### Clock nets, run 1

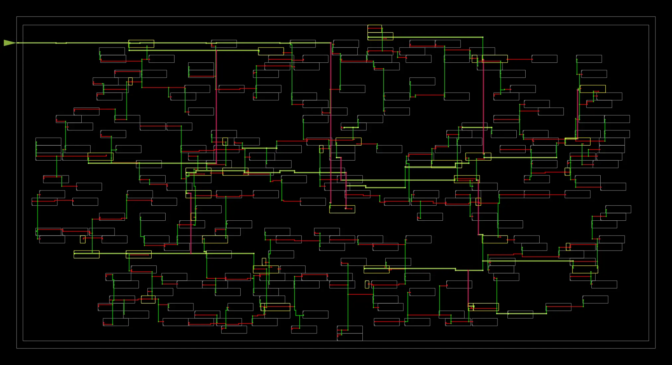
### Supply network, run 1

(2 px per um) Pins as bars on the die edge. Tap cells in gray.
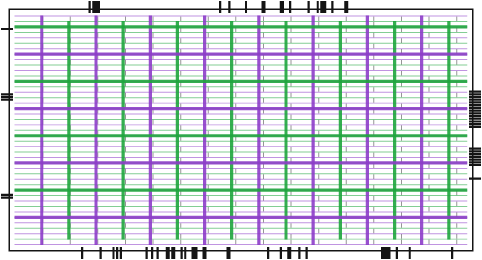
### Met3 routing, run 1

(1.5 px per um) Cells faint in the background.
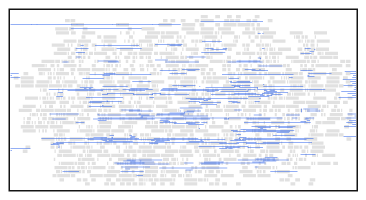
$ cat src/rtl/perf_pkg.sv
// Shared types and constants for the performance-counter bank.
package perf_pkg;

  localparam int CNT_W_DEF = 32;

  typedef enum logic {
    RUN    = 1'b0,
    LOCKED = 1'b1
  } state_e;

  // Channel assignment used by the CPU pipeline
  localparam int CH_CYCLE   = 0;
  localparam int CH_UNCOND  = 1;
  localparam int CH_COND    = 2;
  localparam int CH_COND_OK = 3;
  localparam int CH_LOADUSE = 4;

endpackage

$ cat src/rtl/perf_counter_cell.sv
// One counter channel: synchronous clear, increment, wrap or saturate, sticky overflow.
module perf_counter_cell
  import perf_pkg::*;
#(
  parameter int CNT_W    = CNT_W_DEF,
  parameter int SATURATE = 0
) (
  input  logic             clk,
  input  logic             rst,
  input  logic             inc,
  input  logic             clr,
  output logic [CNT_W-1:0] cnt,
  output logic             ovf
);

  logic [CNT_W-1:0] cnt_q, cnt_d;
  logic             ovf_q, ovf_d;

  // NOTE: every always_comb output gets a default first so no path leaves it unassigned (no latch).
  always_comb begin
    cnt_d = cnt_q;
    ovf_d = ovf_q;
    if (clr) begin
      cnt_d = '0;
      ovf_d = 1'b0;
    end else if (inc) begin
      if (cnt_q == '1) begin
        ovf_d = 1'b1;
        cnt_d = (SATURATE != 0) ? cnt_q : '0;
      end else begin
        cnt_d = cnt_q + CNT_W'(1);
      end
    end
  end

  // NOTE: state registers use non-blocking assignments so all flops update together at the edge.
  always_ff @(posedge clk or posedge rst) begin
    if (rst) begin
      cnt_q <= '0;
      ovf_q <= 1'b0;
    end else begin
      cnt_q <= cnt_d;
      ovf_q <= ovf_d;
    end
  end

  assign cnt = cnt_q;
  assign ovf = ovf_q;

endmodule

$ cat src/rtl/perf_counter_bank.sv
// Cycle counter (channel 0) plus N_EVT event counters with halt lock and registered readback.
// Optional shadow snapshot bank enabled by defining PERF_SNAPSHOT_EN.
module perf_counter_bank
  import perf_pkg::*;
#(
  parameter  int N_EVT    = 5,
  parameter  int CNT_W    = CNT_W_DEF,
  parameter  int SATURATE = 0,
  localparam int SEL_W    = $clog2(N_EVT + 1)
) (
  input  logic             clk,
  input  logic             rst,
  input  logic             halt,
  input  logic             freeze,
  input  logic             clr,
  input  logic [N_EVT-1:0] evt,
  input  logic [SEL_W-1:0] sel,
`ifdef PERF_SNAPSHOT_EN
  input  logic             snap,
  input  logic             rd_snap,
`endif
  output logic [CNT_W-1:0] rd_data,
  output logic [CNT_W-1:0] cycles,
  output logic [N_EVT:0]   ovf,
  output logic             LOCK
);

  localparam int N_CH = N_EVT + 1;

  state_e state_q, state_d;

  always_comb begin
    state_d = state_q;
    unique case (state_q)
      RUN:    if (halt)  state_d = LOCKED;
      LOCKED: if (!halt) state_d = RUN;
      default: state_d = RUN;
    endcase
  end

  always_ff @(posedge clk or posedge rst) begin
    if (rst) state_q <= RUN;
    else     state_q <= state_d;
  end

  assign LOCK = halt;

  // The halt-entry cycle still counts because the enable looks at the registered state
  logic           run_en;
  logic [N_CH-1:0] inc;
  logic [CNT_W-1:0] cnt [N_CH];

  assign run_en = (state_q == RUN) && !freeze;
  assign inc    = {evt & {N_EVT{run_en}}, run_en};

  for (genvar g = 0; g < N_CH; g++) begin : g_cell
    perf_counter_cell #(
      .CNT_W    (CNT_W),
      .SATURATE (SATURATE)
    ) u_cell (
      .clk (clk),
      .rst (rst),
      .inc (inc[g]),
      .clr (clr),
      .cnt (cnt[g]),
      .ovf (ovf[g])
    );
  end

  assign cycles = cnt[CH_CYCLE];

  logic [CNT_W-1:0] src [N_CH];

`ifdef PERF_SNAPSHOT_EN
  logic [CNT_W-1:0] shadow_q [N_CH];

  // NOTE: the shadow bank is reset explicitly because it is observable through rd_data.
  always_ff @(posedge clk or posedge rst) begin
    if (rst) begin
      for (int i = 0; i < N_CH; i++) shadow_q[i] <= '0;
    end else if (snap) begin
      for (int i = 0; i < N_CH; i++) shadow_q[i] <= cnt[i];
    end
  end

  always_comb begin
    for (int i = 0; i < N_CH; i++) src[i] = rd_snap ? shadow_q[i] : cnt[i];
  end
`else
  always_comb begin
    for (int i = 0; i < N_CH; i++) src[i] = cnt[i];
  end
`endif

  // Out-of-range selects read as zero
  logic [CNT_W-1:0] rd_q, rd_d;

  always_comb begin
    rd_d = '0;
    for (int i = 0; i < N_CH; i++) begin
      if (sel == SEL_W'(i)) rd_d = src[i];
    end
  end

  always_ff @(posedge clk or posedge rst) begin
    if (rst) rd_q <= '0;
    else     rd_q <= rd_d;
  end

  assign rd_data = rd_q;

endmodule

$ cat config.mk
export PLATFORM = sky130hd
export DESIGN_NAME = perf_counter_bank
export DESIGN_NICKNAME = d
export VERILOG_FILES = /design/src/rtl/perf_pkg.sv /design/src/rtl/perf_counter_cell.sv /design/src/rtl/perf_counter_bank.sv
export SDC_FILE = /design/constraint.sdc
export NUM_CORES = 1
export LEC_CHECK = 0
export CAP_MARGIN = 25
export CORE_AREA = 2 2 229 118
export CTS_CLUSTER_DIAMETER = 60
export DETAILED_ROUTE_END_ITERATION = 10
export DIE_AREA = 0 0 231 120
export PLACE_DENSITY = 0.69
export SLEW_MARGIN = 40
export SYNTH_ARGS = -nofsm -noshare
export SYNTH_HDL_FRONTEND = slang
export SYNTH_SLANG_ARGS = --single-unit
$ cat constraint.sdc
create_clock -name clk -period 8.6 [get_ports clk]
set_input_delay 1.29 -clock clk [delete_from_list [all_inputs] [get_ports clk]]
set_output_delay 1.29 -clock clk [all_outputs]
set_load 0.05 [all_outputs]
==> deck_impl_summary.md, run 1 <==
Run Summary

Outcome
  – Result of the run: complete, no violations

Power and ir drop
  – Worst VDD drop: 127 uV
  – Lkg Pwr: between 5 and 6 nW
  – Switching part of the total: 0.237
  – Pint: ~0.0017 W
  – Net Sw Power: 0.000513 W
  – Total power: 0.00216 W

Placement
  – DP HPWL: 26.0 mm
  – PortBufs: 83

Global route
  – Largest net degree at the start of global routing: slightly above 100
  – First-pass GRT wire length: 56.1 mm

Worst setup path
  – Crit Path Max Fanout: 43
  – CP Class: in -> reg
  – R2r setup slk: approximately 5.8 ns

Logic synthesis
  – Yosys warning count: 0
  – Post-synth regs: 231
  – Synth Flop Type: dfrtp_1
  – Synth Area in Compound Gates: 0.0644
  – Area reported by Yosys stat: 0.0128 sq mm

STA
  – Min Tclk post-route: 4.21 ns
  – Fin. Hold Viols: 0
  – Max Freq: 0.237 GHz
  – Final period util: 0.490

Clock tree
  – H-tree levels: 1

Worst hold path
  – Worst Hold Class: reg -> reg
  – Hold Crit Depth: 2

Layout
  – Cell area after layout: approximately 0.014 sq mm

Run
  – OpenROAD warning count: 28

Floorplanning
  – Std-Cell Rows: roughly 42
  – Core area: 0.0259 sq mm
## Picture notes: 'Clock nets'
Latency at later pin: 0.54 ns
seq_cells: 231
CTS Buf Count: 22
clk_buf instances: 31
TritonCTS Sinks: 231

## Picture notes: 'Supply network'
Key: VDD = green; VSS = purple
84 signal pins sit on the boundary. 8 straps on met5.

## Picture notes: 'Met3 routing'
The wires run mostly horizontal. The layer holds 9.4% of the routed length.
met3 GRT Util: 0.0689
vias: 10400
WL final: 36.0 mm

-- run 1: power groups by stage --
stage | clock (W) | combinational, W | sequential, W
after floorplan | 0 | 0.0000704 | 0.00111
after global placement | 0 | 0.000100 | 0.00111
after detailed placement | 0 | 0.000102 | 0.00111
after CTS | 0.000980 | 0.000102 | 0.00109
after global routing | 0.00103 | 0.000111 | 0.00109
final | 0.000967 | 0.000102 | 0.00109
-- run 1: logic make-up (layout without fill, tap and decap cells) --
family	after synthesis	after routing
compound gates	118	118
fa+ha+maj	6	6
simple gates	601	601
buf+inv	144	173
xor+xnor	170	170
mux	66	66
flops	231	231
-- run 1: area by class of cell --
type,instances,area share
clock inverters,8,0.00454
repair buffers,96,0.0645
well taps,352,0.0307
clock buffers,31,0.0436
inverters,38,0.0105
flip-flops and latches,231,0.403
multi-input cells,961,0.443
-- run 1: placed cells by master (no fill, tap or decap), types with 4 or more instances in the layout --
cell type        count
xnor2_1             70
ha_1                 6
xor2_1             100
nor4_1              26
nand2_1             83
nand3_1             70
o21a_1               4
mux2i_1             46
dfrtp_1            231
o21ai_0              8
clkbuf_16           23
and2_1              14
nand4_1             75
clkdlybuf4s50_1     81
nor3_1              29
o221ai_1            14
o21ai_2              4
inv_1               36
nor2_1             222
mux4_2              18
a21oi_1             33
clkbuf_1             6
o2111ai_1            5
and3_1              21
and4_1              15
or3_1                9
clkinv_2             7
buf_4               13
o22ai_1             18
nor4_2               5
-- run 1: worst max-delay path, stage by stage --
cell and delay [ns]:
clkdlybuf4s50_1 0.45, buf_4 0.42, clkinv_1 0.78, a21boi_0 0.74
nand3_1 0.32, or4_1 0.48, a21oi_1 0.15
-- run 1: metal layers --
metal | wire [um] | track usage | vias to the layer above
met1 | 17900 | 0.427 | 5180
met3 | 3390 | 0.0689 | 25
met2 | 14400 | 0.347 | 483
met5 | 0 | 0 | -
met4 | 309 | 0.0379 | 0
li1 | - | - | 4679
-- run 1: state kept, by name, indices dropped and copies added (netlist names) --
register and cells:
state_q 1, rd_data 32, g_cell.u_cell.ovf 6, g_cell.u_cell.cnt 192
-- run 1: through the flow --
stage / worst slack [ns] / instances
2_1_floorplan: 0.977 / 1336
3_3_place_gp: 4.00 / 1678
3_5_place_dp: 4.12 / 1678
4_1_cts: 4.65 / 1717
5_1_grt: 4.22 / 1717
6_report: 4.39 / 1717
-- run 1: how the worst max path moves through the flow --
| stage | from | endpoint | slack [ns] |
|---|---|---|---|
| 2_1_floorplan | rst | g_cell[0].u_cell.cnt[0] | 0.98 |
| 3_3_place_gp | clr | g_cell[1].u_cell.cnt[29] | 4.00 |
| 3_5_place_dp | clr | g_cell[1].u_cell.cnt[23] | 4.12 |
| 4_1_cts | clr | g_cell[1].u_cell.cnt[12] | 4.65 |
| 5_1_grt | clr | g_cell[1].u_cell.cnt[5] | 4.22 |
| 6_report | clr | g_cell[3].u_cell.cnt[30] | 4.39 |
==> inputs of run 2 (changes only) <==
clock period = 4 ns   (was 8.6 ns; I/O delays follow)
### Clock nets, run 2

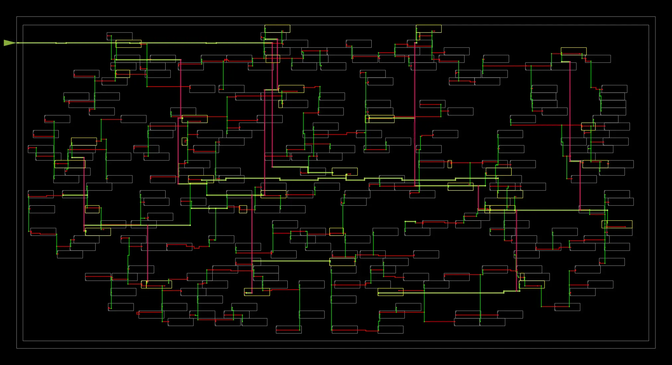
Clock Skew: 0.0115 ns
clock group power: 0.00215 W
clk_buf instances: 33

### Met3 routing, run 2

(1.5 px per um) Cells faint in the background.
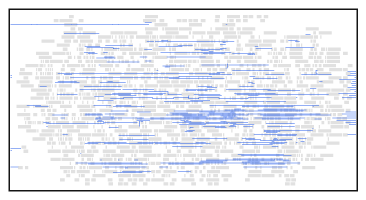
The wires run mostly horizontal. The longest straight run is 108 um. 181 nets have wire on it.
vias: 10600
met3 GRT Util: 0.0803

==> deck_impl_summary.md, run 2 <==
Run Summary

Worst setup path
  – Slowest CP cell: clkdlybuf4s50_1
  – Most frequent CP cell: buf_4
  – Worst EP arrival: 3.14 ns
  – Critical Path, Cell by Cell: clkdlybuf4s50_1, inv_1, buf_4, a2111oi_2, buf_4, nand4_1, xor2_1, nor2_1
  – Worst EP required: between 4 and 5 ns
  – Crit Path Max Fanout: 12 (-72%)
  – CP Class: in -> reg
  – CP bufs+invs: 4 (+1)
  – Critical path's top delay family: buffers and inverters
  – Slowest cell delay on critical path: 0.76 ns (-0.02 ns)
  – Levels on crit path: 8 (+1)

Logic synthesis
  – Synth Flop Type: dfrtp_1
  – Post-synth top cells: 231 x dfrtp_1, 222 x nor2_1, 100 x xor2_1, 84 x nand2_1, 75 x nand4_1
  – Area reported by Yosys stat: 0.0128 sq mm (unchanged)
  – Yosys warning count: 0 (unchanged)
  – Post-synth regs: 231 (unchanged)
  – Sequential fraction of the synthesis area: 0.453

Power and ir drop
  – Worst VDD drop: 255 uV (+100%)
  – Lkg Pwr: 5.87 nW (+2.5%)
  – Total power: 0.00474 W (+120%)

Clock tree
  – Latency at later pin: 0.54 ns (about the same)
  – H-tree levels: 1 (unchanged)
  – CTS clk-pin slew, worst paths: 0.07 ns
  – TritonCTS Sinks: 231 (unchanged)

Run
  – OpenROAD warning count: 26 (-7.1%)

Layout
  – Most common logic cells in the final layout: 231 x dfrtp_1, 222 x nor2_1, 100 x xor2_1, 84 x nand2_1, 81 x clkdlybuf4s50_1
  – Layout area overhead: 14.2%
  – Number of flip-flops in the largest register: 192 (unchanged)
  – Most frequent logic cell in the layout: dfrtp_1

STA
  – Min Tclk post-route: ~2.7 ns
  – Max Freq: 0.367 GHz
  – Final setup margin: 1.27 ns (-3.11 ns)
  – Final period util: 0.682
  – Fin. Hold Viols: 0 (unchanged)

Drt
  – WL final: 37.1 mm (+3.0%)

Global route
  – First-pass GRT wire length: 57.8 mm (+2.9%)
  – Largest net degree at the start of global routing: 68 (-33%)

Floorplanning
  – Init Core Util: 0.493
  – IO Count: 84
  – Std-Cell Rows: 42 (unchanged)
  – Core area: 0.0259 sq mm (unchanged)

Placement
  – Place WS: 0.825 ns (-3.30 ns)
  – DP HPWL: 27.2 mm (+5.0%)
  – PortBufs: 83 (unchanged)

Outcome
  – Result of the run: complete, no violations

Worst hold path
  – Worst Hold Class: in -> async
-- run 2: cell counts after synthesis --
No cell type changed its count.
-- run 2: where the power goes --
| part | switching (W) | leakage [nW] | total, W | internal [W] |
|---|---|---|---|---|
| clock network | 0.000943 | 0.355 | 0.00215 | 0.00121 |
| logic | 0.000172 | 2.29 | 0.000241 | 0.0000690 |
| registers | 0.00000999 | 3.22 | 0.00235 | 0.00234 |
-- run 2: logic make-up after synthesis --
logic type,Yosys count,synth area share
AND/OR/NAND/NOR,601,0.233
flip-flops,231,0.453
XOR/XNOR,170,0.117
buffers and inverters,144,0.0576
AND-OR/OR-AND,118,0.0644
multiplexers,66,0.0696
adder cells (fa/ha/maj),6,0.00589
-- run 2: final timing paths --
path / to / slack, ns / startpoint
worst max-delay path: g_cell[3].u_cell.cnt[11] / 1.27 / clr
worst min-delay path: g_cell[1].u_cell.cnt[5] / 0.42 / rst
worst max register to register: g_cell[3].u_cell.cnt[27] / 1.45 / g_cell[3].u_cell.cnt[2]
worst min register to register: g_cell[1].u_cell.ovf / 0.51 / g_cell[1].u_cell.ovf
max in group asynchronous: g_cell[5].u_cell.cnt[2] / 2.81 / rst
min in group clk: g_cell[1].u_cell.ovf / 0.51 / g_cell[1].u_cell.ovf
-- run 2: area by class of cell --
type	instances	area, sq um	share of cell area
Clock buffer	33	663	0.0455
Sequential cell	231	5780	0.397
Timing Repair Buffer	118	1170	0.0802
Clock inverter	6	57.6	0.00395
Tap cell	352	440	0.0302
Inverter	38	146	0.0101
Multi-Input combinational cell	961	6310	0.433
-- run 2: through the flow --
step                hold WS, ns  instance area, sq um  instances
floorplan                 0.464                 12800       1336
global placement          0.487                 13800       1699
detailed placement        0.500                 13800       1700
CTS                       0.422                 14500       1739
global route              0.435                 14600       1739
finish                    0.416                 14600       1739
-- run 2: metal layers --
layer | track usage | vias to the layer above | wire length [um]
li1 | - | 4724 | -
met1 | 0.432 | 5294 | 17700
met2 | 0.359 | 510 | 14800
met3 | 0.0803 | 42 | 4010
met4 | 0.0452 | 0 | 505
met5 | 0 | - | 0
==> inputs of run 3 (changes only) <==
PLACE_DENSITY = 0.72   (was 0.69)
clock period = 2.5 ns   (was 4 ns; I/O delays follow)
### Supply network, run 3

(2 px per um) Pins as bars on the die edge. Tap cells in gray.
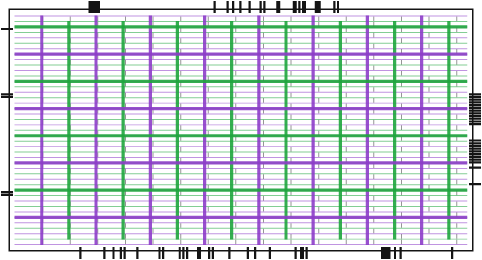
Key: VDD = green; VSS = purple
The core has 42 rows. 43 met1 rails follow the rows. 16 straps on met4. 8 straps on met5. 352 tap cells.

### Clock nets, run 3

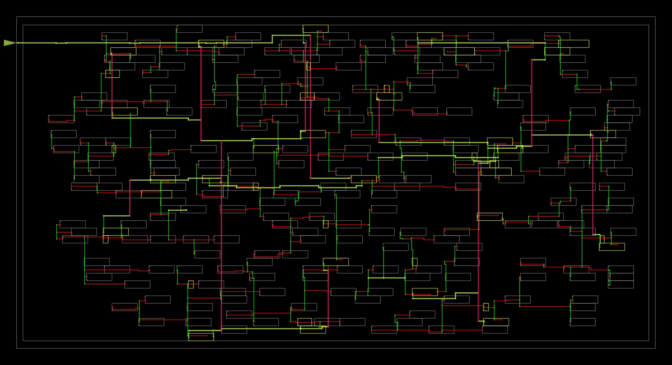
clock group power: 0.00376 W
CTS Buf Count: 23
Clock Skew: 0.0177 ns
clk_buf instances: 29

==> deck_impl_summary.md, run 3 <==
Run Summary

Global route
  – Largest net degree at the start of global routing: 81 (+19%)

Logic synthesis
  – Sequential fraction of the synthesis area: 0.453 (unchanged)
  – Yosys warning count: 0 (unchanged)
  – Area reported by Yosys stat: 0.0128 sq mm (unchanged)
  – Synth Flop Type: dfrtp_1
  – Post-synth regs: 231 (unchanged)

Layout
  – Most frequent logic cell in the layout: dfrtp_1
  – Layout area overhead: 18.6%
  – Most common logic cells in the final layout: 231 x dfrtp_1, 222 x nor2_1, 100 x xor2_1, 84 x nand2_1, 84 x buf_4
  – Number of flip-flops in the largest register: 192 (unchanged)

Power and ir drop
  – Total power: 0.00794 W (+67%)
  – Lkg Pwr: 6.23 nW (+6.2%)
  – Worst VDD drop: 469 uV (+84%)

Floorplanning
  – Std-Cell Rows: 42 (unchanged)
  – Init Core Util: 0.493 (unchanged)
  – IO Count: 84 (unchanged)

Drt
  – WL final: 37.7 mm (+1.7%)
  – Vias: 10800 (+1.7%)

Run
  – OpenROAD warning count: 27 (+3.8%)

Worst setup path
  – Slowest cell delay on critical path: 0.48 ns (-0.28 ns)
  – Critical Path, Cell by Cell: nand4_2, or2_1, buf_4, nor2_1, a31o_2, buf_12, nor2_1
  – Reg2reg end: g_cell[3].u_cell.cnt[15]
  – R2r setup slk: 0.12 ns (-1.33 ns)
  – Worst EP arrival: 2.81 ns (-0.33 ns)
  – Slowest CP cell: dfrtp_1
  – Worst EP required: 2.93 ns (-1.49 ns)
  – CP Class: reg -> reg
  – Most frequent CP cell: nor2_1
  – Critical path's top delay family: simple AND/OR/NAND/NOR gates
  – Worst Setup SP: g_cell[3].u_cell.cnt[9]

Worst hold path
  – Worst Hold Class: in -> reg
  – Hold Path End: state_q
  – Hold Crit Start: halt

Clock tree
  – TritonCTS Sinks: 231 (unchanged)
  – Latency at later pin: 0.54 ns (about the same)
  – H-tree levels: 1 (unchanged)
  – CTS clk-pin slew, worst paths: 0.07 ns (about the same)

Outcome
  – Result of the run: complete, no violations

STA
  – Fin. Hold Viols: 0 (unchanged)
  – Final period util: 0.953
  – Hold slack: 0.319 ns (-0.0972 ns)

Placement
  – PortBufs: 83 (unchanged)
-- run 3: cell type report --
cell class	count	area, sq um	area share
clock inverters	13	169	0.0112
repair buffers	178	1690	0.111
well taps	352	440	0.0291
flip-flops and latches	231	5780	0.382
multi-input cells	961	6280	0.415
inverters	38	146	0.00968
clock buffers	29	628	0.0415
-- run 3: kinds of logic (layout without fill, tap and decap cells) --
family                   Yosys count  count (layout)  share of synthesized area
flip-flops                       231             231                      0.453
XOR/XNOR                         170             170                      0.117
AND/OR/NAND/NOR                  601             601                      0.233
AND-OR/OR-AND                    118             118                     0.0644
buffers and inverters            144             258                     0.0576
adder cells (fa/ha/maj)            6               6                    0.00589
multiplexers                      66              66                     0.0696
-- run 3: worst max path at each step --
stage | endpoint | depth (start not counted) | slack, ns
final | g_cell[3].u_cell.cnt[15] | 7 | 0.12
after global routing | cycles[26] | 1 | 0.07
after detailed placement | g_cell[3].u_cell.cnt[30] | 7 | -0.14
after global placement | g_cell[3].u_cell.cnt[30] | 7 | -0.03
after floorplan | g_cell[0].u_cell.cnt[0] | 1 | -0.90
after CTS | g_cell[1].u_cell.cnt[1] | 6 | 0.11
-- run 3: worst reg2reg max path, delay by kind of cell, from the launching register on --
| kind | cells | cell delay, ns |
|---|---|---|
| and+or+nand+nor | 4 | 0.98 |
| DFF | 1 | 0.48 |
| buffers and inverters | 2 | 0.45 |
| AOI/OAI and AO/OA | 1 | 0.38 |
-- run 3: per-stage QoR --
step / util / setup slack [ns] / cells / setup TNS [ns] / area (sq um)
after floorplan: - / -0.897 / 1336 / -207.19 / 12800
after global placement: 0.554 / -0.0346 / 1760 / -0.192 / 14300
after detailed placement: 0.554 / -0.140 / 1760 / -1.58 / 14300
after CTS: 0.585 / 0.110 / 1802 / 0 / 15100
after global routing: 0.585 / 0.0714 / 1802 / 0 / 15100
final: 0.585 / 0.119 / 1802 / 0 / 15100
-- run 3: routing by layer --
layer / up-vias / track usage / share of wire
met5: - / 0 / 0
met2: 521 / 0.367 / 0.40
met3: 48 / 0.0782 / 0.12
met4: 0 / 0.0540 / 0.017
li1: 4843 / - / -
met1: 5342 / 0.438 / 0.46
-- run 3: report_power, final --
part	total, W	switching (W)	internal, W
Clock	0.00376	0.00157	0.00220
Combinational	0.000416	0.000281	0.000134
Sequential	0.00376	0.0000133	0.00375
Power and IR drop assume default switching activity.
